Figure 1. I/O nets highlighted.
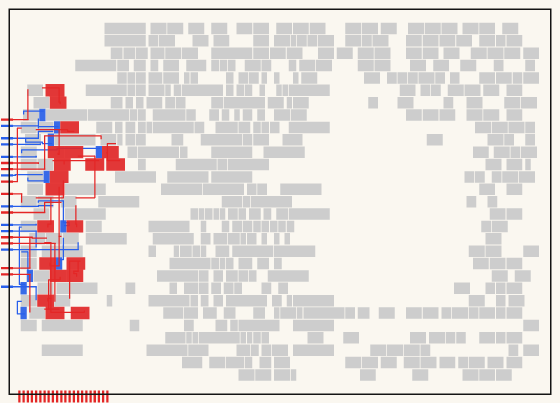
Figure 2. Placement view.
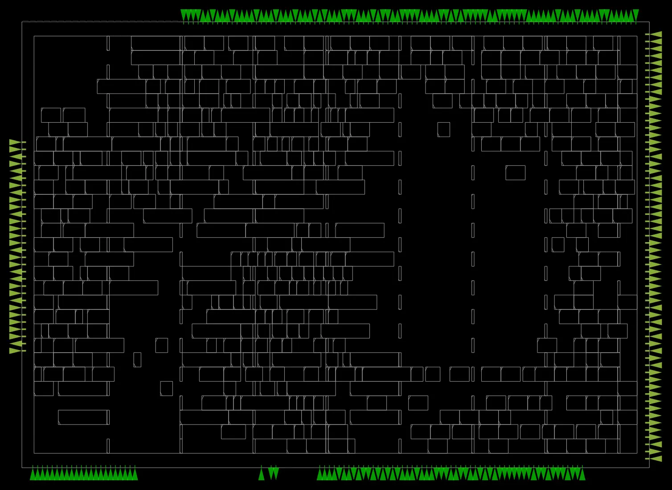
Figure 3. Wiring heat map.
24 x 17 tiles, from black (low) to pale yellow (high), scaled to the fullest tile. Values are wire area over tile area, all layers added.
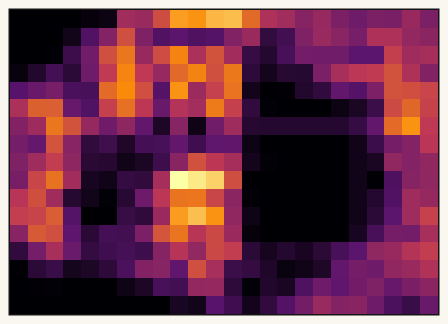
File: config.mk
export PLATFORM = sky130hd
export DESIGN_NAME = instr_mem_arbiter_flat
export DESIGN_NICKNAME = d
export VERILOG_FILES = /design/src/rtl/instr_mem_arbiter_pkg.sv /design/src/rtl/instr_mem_arbiter_if.sv /design/src/rtl/instr_mem_arbiter.sv /design/src/flat_wrapper.sv
export SDC_FILE = /design/constraint.sdc
export NUM_CORES = 1
export LEC_CHECK = 0
export CAP_MARGIN = 20
export CORE_ASPECT_RATIO = 0.7
export CORE_MARGIN = 2
export CORE_UTILIZATION = 35
export DETAILED_ROUTE_END_ITERATION = 8
export PLACE_DENSITY = 0.9
export SETUP_SLACK_MARGIN = 0.02
export SYNTH_ARGS = -nofsm -noshare
export SYNTH_HDL_FRONTEND = slang
export SYNTH_SLANG_ARGS = --single-unit
File: constraint.sdc
create_clock -name clk -period 6.5 [get_ports clk]
set_clock_uncertainty 0.1 [all_clocks]
set_input_delay 1.95 -clock clk [delete_from_list [all_inputs] [get_ports clk]]
set_output_delay 1.95 -clock clk [all_outputs]
set_load 0.02 [all_outputs]
File: src/rtl/instr_mem_arbiter_pkg.sv
// Shared types and address helpers for the instruction-memory arbiter.
package instr_mem_pkg;

   localparam int WORD_BYTES = 4;

   typedef enum logic [1:0] {RUN, HOLD, LOAD, REFILL} arb_state_t;

   // A byte address is usable only when word aligned and inside the array.
   function automatic logic addr_valid(input logic [31:0] addr, input int unsigned mem_words);
      return (addr[1:0] == 2'b00) && (addr < 32'(WORD_BYTES * mem_words));
   endfunction

   function automatic logic [29:0] word_index(input logic [31:0] addr);
      return addr[31:2];
   endfunction

endpackage

File: src/rtl/instr_mem_arbiter_if.sv
// Loader handshake plus the single-port memory bus owned by the arbiter.
interface instr_mem_arbiter_if #(parameter int IDX_W = 10);

   logic             ld_req;
   logic             ld_grant;
   logic             ld_valid;
   logic             ld_ready;
   logic             ld_we;
   logic [31:0]      ld_addr;
   logic [31:0]      ld_wdata;
   logic             ld_rvalid;
   logic [31:0]      ld_rdata;
   logic             ld_done;
   logic             ld_restart;
   logic             ld_error;
   logic [15:0]      ld_word_count;
   logic [IDX_W-1:0] mem_addr;
   logic             mem_we;
   logic [31:0]      mem_wdata;
   logic [31:0]      mem_rdata;

   // Loader and memory side.
   modport master (
      output ld_req, ld_valid, ld_we, ld_addr, ld_wdata, ld_done, ld_restart, mem_rdata,
      input  ld_grant, ld_ready, ld_rvalid, ld_rdata, ld_error, ld_word_count,
             mem_addr, mem_we, mem_wdata
   );

   // Arbiter side.
   modport slave (
      input  ld_req, ld_valid, ld_we, ld_addr, ld_wdata, ld_done, ld_restart, mem_rdata,
      output ld_grant, ld_ready, ld_rvalid, ld_rdata, ld_error, ld_word_count,
             mem_addr, mem_we, mem_wdata
   );

endinterface

File: src/rtl/instr_mem_arbiter.sv
// Arbitrates the instruction memory port between fetch and an external loader,
// freezing the core for the session and refilling the fetch word on release.
module instr_mem_arbiter
   import instr_mem_pkg::*;
#(
   parameter int MEM_WORDS = 1024,
   parameter int IDX_W     = 10,
   parameter int TIMEOUT   = 4096
) (
   input  logic                clk,
   input  logic                reset,
   input  logic [31:0]         fetch_addr,
   output logic [31:0]         fetch_rd,
   output logic                core_hold,
   output logic                core_restart,
   instr_mem_arbiter_if.slave  bus
);

   localparam int TO_W = $clog2(TIMEOUT + 1);

   arb_state_t       state, state_nx;
   logic [IDX_W-1:0] fetch_idx, ld_idx, saved_idx;
   logic [TO_W-1:0]  idle_cnt;
   logic             refill_zero, rd_pend, rd_inv;
   logic             xfer, ld_ok, exit_load, timeout_hit;

   assign fetch_idx   = IDX_W'(word_index(fetch_addr));
   assign ld_idx      = IDX_W'(word_index(bus.ld_addr));
   assign ld_ok       = addr_valid(bus.ld_addr, MEM_WORDS);
   assign xfer        = (state == LOAD) && bus.ld_valid;
   // A transfer in the same cycle as done/drop always wins; exit is re-checked later.
   assign exit_load   = !bus.ld_valid && (bus.ld_done || !bus.ld_req);
   assign timeout_hit = (state == LOAD) && !xfer && (idle_cnt == TO_W'(TIMEOUT - 1));

   assign fetch_rd      = bus.mem_rdata;
   assign bus.mem_wdata = bus.ld_wdata;
   assign bus.ld_grant  = (state == LOAD);
   assign bus.ld_ready  = (state == LOAD);
   assign bus.ld_rvalid = rd_pend;
   assign bus.ld_rdata  = (rd_pend && !rd_inv) ? bus.mem_rdata : '0;
   assign core_restart  = (state == REFILL) && refill_zero;

   always_comb begin
      state_nx     = state;
      bus.mem_addr = fetch_idx;
      bus.mem_we   = 1'b0;
      case (state)
         RUN:  if (bus.ld_req) state_nx = HOLD;
         HOLD: state_nx = LOAD;
         LOAD: begin
            bus.mem_addr = ld_idx;
            bus.mem_we   = xfer && bus.ld_we && ld_ok;
            if (exit_load || timeout_hit) state_nx = REFILL;
         end
         REFILL: begin
            bus.mem_addr = refill_zero ? '0 : saved_idx;
            state_nx     = RUN;
         end
         default: state_nx = RUN;
      endcase
   end

   always_ff @(posedge clk or negedge reset) begin
      if (!reset) begin
         state             <= RUN;
         core_hold         <= 1'b0;
         saved_idx         <= '0;
         refill_zero       <= 1'b0;
         idle_cnt          <= '0;
         rd_pend           <= 1'b0;
         rd_inv            <= 1'b0;
         bus.ld_error      <= 1'b0;
         bus.ld_word_count <= '0;
      end else begin
         state     <= state_nx;
         core_hold <= (state_nx != RUN);
         rd_pend   <= xfer && !bus.ld_we;
         rd_inv    <= xfer && !ld_ok;
         case (state)
            HOLD: begin
               saved_idx         <= fetch_idx;
               idle_cnt          <= '0;
               bus.ld_error      <= 1'b0;
               bus.ld_word_count <= '0;
            end
            LOAD: begin
               if (xfer)              idle_cnt <= '0;
               else if (!timeout_hit) idle_cnt <= idle_cnt + TO_W'(1);
               if ((xfer && !ld_ok) || timeout_hit) bus.ld_error <= 1'b1;
               if (xfer && bus.ld_we && ld_ok && (bus.ld_word_count != 16'hFFFF))
                  bus.ld_word_count <= bus.ld_word_count + 16'd1;
               if (state_nx == REFILL)
                  refill_zero <= exit_load && bus.ld_done && bus.ld_restart;
            end
            default: ;
         endcase
      end
   end

endmodule

File: src/flat_wrapper.sv
// flat-port wrapper written by rule: the top's interface ports become plain ports
module instr_mem_arbiter_flat import instr_mem_pkg::*;
#(
   parameter int MEM_WORDS = 1024,
   parameter int IDX_W     = 10,
   parameter int TIMEOUT   = 4096
)
  (clk, reset, fetch_addr, fetch_rd, core_hold, core_restart, bus_ld_req, bus_ld_valid, bus_ld_we, bus_ld_addr, bus_ld_wdata, bus_ld_done, bus_ld_restart, bus_mem_rdata, bus_ld_grant, bus_ld_ready, bus_ld_rvalid, bus_ld_rdata, bus_ld_error, bus_ld_word_count, bus_mem_addr, bus_mem_we, bus_mem_wdata);
  instr_mem_arbiter_if #(.IDX_W(IDX_W)) bus_i ();
  input  logic clk;
  input  logic reset;
  input  logic [31:0] fetch_addr;
  output logic [31:0] fetch_rd;
  output logic core_hold;
  output logic core_restart;
  input wire logic [$bits(bus_i.ld_req)-1:0] bus_ld_req;
  input wire logic [$bits(bus_i.ld_valid)-1:0] bus_ld_valid;
  input wire logic [$bits(bus_i.ld_we)-1:0] bus_ld_we;
  input wire logic [$bits(bus_i.ld_addr)-1:0] bus_ld_addr;
  input wire logic [$bits(bus_i.ld_wdata)-1:0] bus_ld_wdata;
  input wire logic [$bits(bus_i.ld_done)-1:0] bus_ld_done;
  input wire logic [$bits(bus_i.ld_restart)-1:0] bus_ld_restart;
  input wire logic [$bits(bus_i.mem_rdata)-1:0] bus_mem_rdata;
  output wire logic [$bits(bus_i.ld_grant)-1:0] bus_ld_grant;
  output wire logic [$bits(bus_i.ld_ready)-1:0] bus_ld_ready;
  output wire logic [$bits(bus_i.ld_rvalid)-1:0] bus_ld_rvalid;
  output wire logic [$bits(bus_i.ld_rdata)-1:0] bus_ld_rdata;
  output wire logic [$bits(bus_i.ld_error)-1:0] bus_ld_error;
  output wire logic [$bits(bus_i.ld_word_count)-1:0] bus_ld_word_count;
  output wire logic [$bits(bus_i.mem_addr)-1:0] bus_mem_addr;
  output wire logic [$bits(bus_i.mem_we)-1:0] bus_mem_we;
  output wire logic [$bits(bus_i.mem_wdata)-1:0] bus_mem_wdata;
  assign bus_i.ld_req = bus_ld_req;
  assign bus_i.ld_valid = bus_ld_valid;
  assign bus_i.ld_we = bus_ld_we;
  assign bus_i.ld_addr = bus_ld_addr;
  assign bus_i.ld_wdata = bus_ld_wdata;
  assign bus_i.ld_done = bus_ld_done;
  assign bus_i.ld_restart = bus_ld_restart;
  assign bus_i.mem_rdata = bus_mem_rdata;
  assign bus_ld_grant = bus_i.ld_grant;
  assign bus_ld_ready = bus_i.ld_ready;
  assign bus_ld_rvalid = bus_i.ld_rvalid;
  assign bus_ld_rdata = bus_i.ld_rdata;
  assign bus_ld_error = bus_i.ld_error;
  assign bus_ld_word_count = bus_i.ld_word_count;
  assign bus_mem_addr = bus_i.mem_addr;
  assign bus_mem_we = bus_i.mem_we;
  assign bus_mem_wdata = bus_i.mem_wdata;
  instr_mem_arbiter #(.MEM_WORDS(MEM_WORDS), .IDX_W(IDX_W), .TIMEOUT(TIMEOUT)) u_core (.clk(clk), .reset(reset), .fetch_addr(fetch_addr), .fetch_rd(fetch_rd), .core_hold(core_hold), .core_restart(core_restart), .bus(bus_i));
endmodule
==> reports/README.md <==
| Quantity | Reported |
| --- | --- |
| Number of hold buffers added after CTS | 0 |
| Count of maximum capacitance violations | 0 |
| Vias per Instance | 5.15 |
| Met2 wirelength from detailed routing | 4960 um |
| Routed wl met3 | 887 um |
| Number of hold-slack violations in the final timing report | 0 |
| Final WL | 10200 um |
| Worst Max-Slew Pin Slew | 0.922 ns |
| Pwr Total | 1.30 mW |
| Number of buffers between clock root and the deepest sink | 2 |
| Vias in the first global route | 3015 |
| Result of the run | finished clean |
| Clock network share of area | 0.0310 |
| CP max FO | 3 |
| Die area | 0.0100 mm2 |
| Most numerous cell in the Yosys netlist | sky130_fd_sc_hd__buf_4 |
| Clock group total power | 251 uW |
| Setup violation total in the final timing report | 0 |
| Critical Setup Path Class | in -> out |
| Startpoint Class | primary input |
| Ant. Diodes | 0 |
| Clock share of power | 0.194 |
| Crit path setup slack, layout | 0.751 ns |
| Register name with the most flops | u_core.bus.ld_word_count |
| Cell depth of the worst setup path | 5 |
| R2R Path Start | u_core.state[0] |
| Power density over the cells | 272 mW/mm2 |
| Registers with the highest flip-flop counts | u_core.bus.ld_word_count x16, u_core.idle_cnt x13, u_core.saved_idx x10 |
| Yosys chip area | 0.00322 mm2 |
| TNS Setup | 0 ns |
| Leading cell types in the layout, fill and taps excluded | 176 x sky130_fd_sc_hd__clkdlybuf4s50_1, 46 x sky130_fd_sc_hd__dfrtp_1, 38 x sky130_fd_sc_hd__and2_1, 17 x sky130_fd_sc_hd__nand2_1, 16 x sky130_fd_sc_hd__inv_1 |
| MUX share of area | 0.0477 |
| Combined global-route utilization of all metal layers | 0.188 |
| Source of the worst hold timing path | u_core.bus.ld_word_count[15] |
| Core occupancy in the finished layout | 0.530 |
| Top class by area | non-clock buffers |
| Kind of cell with the highest combined delay on the critical path | buffers and inverters |
| Syn Std Cell Area | 0.00322 mm2 |
| Number of buffers created by CTS | 5 |
| Detailed-route wire length per cell | 17.2 um |
| Setup Buffers After CTS | 0 |
| Met1 Resource Use GR | 0.226 |
| Sequential cell count | 46 |
| Residual antenna-violating net count after detailed routing | 0 |
| Async set or reset register ratio after synthesis | 1.00 |
| Total cells reported by yosys after synthesis | 362 |
| Area added between synthesis and finish | 47.9% |
| Synth cell types | 46 |
| DRC Markers | 0 |
| Maximum cell stage delay along the critical path | 0.62 ns |
| Most used flip-flop cell | sky130_fd_sc_hd__dfrtp_1 |
| Gate Area | 0.00145 mm2 |
| Routing usage on met2 | 0.331 |
| Sequential fraction of the synthesis area | 0.357 |
| Leak Pwr | 1.90 nW |
| Uppermost signal routing layer after detailed routing | met4 |
| Most used logic cell in the final layout | sky130_fd_sc_hd__clkdlybuf4s50_1 |
| Wire length of the first global-routing pass | 15300 um |
| GRT overflow | 0 |
| Main logic family after synthesis | simple AND/OR/NAND/NOR gates |
| Number of cells traversed by the worst register-to-register path | 8 |
| Register-to-register setup slack | 3.16 ns |
| Hold Path Stages | 1 |
| Flip-flop count of the largest register after layout | 16 |
| Comb gates | 219 |
| Number of flops mapped to enable cells by yosys | 0 |
| Critical-path cell list | clkdlybuf4s50_1, nor4_1, nand4_1, nor2_1, clkdlybuf4s50_1 |
| Register share of the cell area | 0.241 |
| Relative slew slack | 0.379 |
| Inverter count of the layout excluding clock inverters | 16 |
| Slowest stage cell, crit path | sky130_fd_sc_hd__clkdlybuf4s50_1 |
| DP HPWL | 8150 um |
| Post-synthesis adder-cell area fraction | 0.0233 |
| Synth Area per Inst | 8.90 um2 |
| AND-OR/OR-AND Cells, Area Fraction | 0.135 |
| Reg-to-reg critical path endpoint | u_core.bus.ld_word_count[3] |
| Pin count of the biggest net entering global routing | 47 |
| Type of the most critical hold path | reg -> reg |
| Hold Slack | 0.410 ns |
| Max H-tree Level | 2 |
| Busiest metal layer after global routing | met2 |
| Proportion of netlist area held by the largest area contributor | 0.357 |
| Number of instances in the synthesized netlist | 362 |
| Tally of yosys warning messages | 0 |
| Part of the power in registers | 0.295 |
| Combinational Power | 662 uW |
| Fmax | 174 MHz |
## Picture notes: Figure 1
[blue] `bus_mem_addr` | direction: output | end cells: 10 | wire: 169 um
[red] `fetch_addr` | direction: input | end cells: 20 | wire: 281 um
number of input and output port buffers inserted: 177
count of pins on the block boundary: 264

## Picture notes: Figure 2
number of standard cells in the layout, taps in and fillers out: 593
Cell Rows: 29

## Picture notes: Figure 3
fullest tile: 0.59
nearly empty tiles: 17%
mean over tiles: 0.17
tiles over half the peak: 18%
emptiest ninth of the die: bottom left

Power figures rest on the tool's default switching activity, not on a simulated workload.
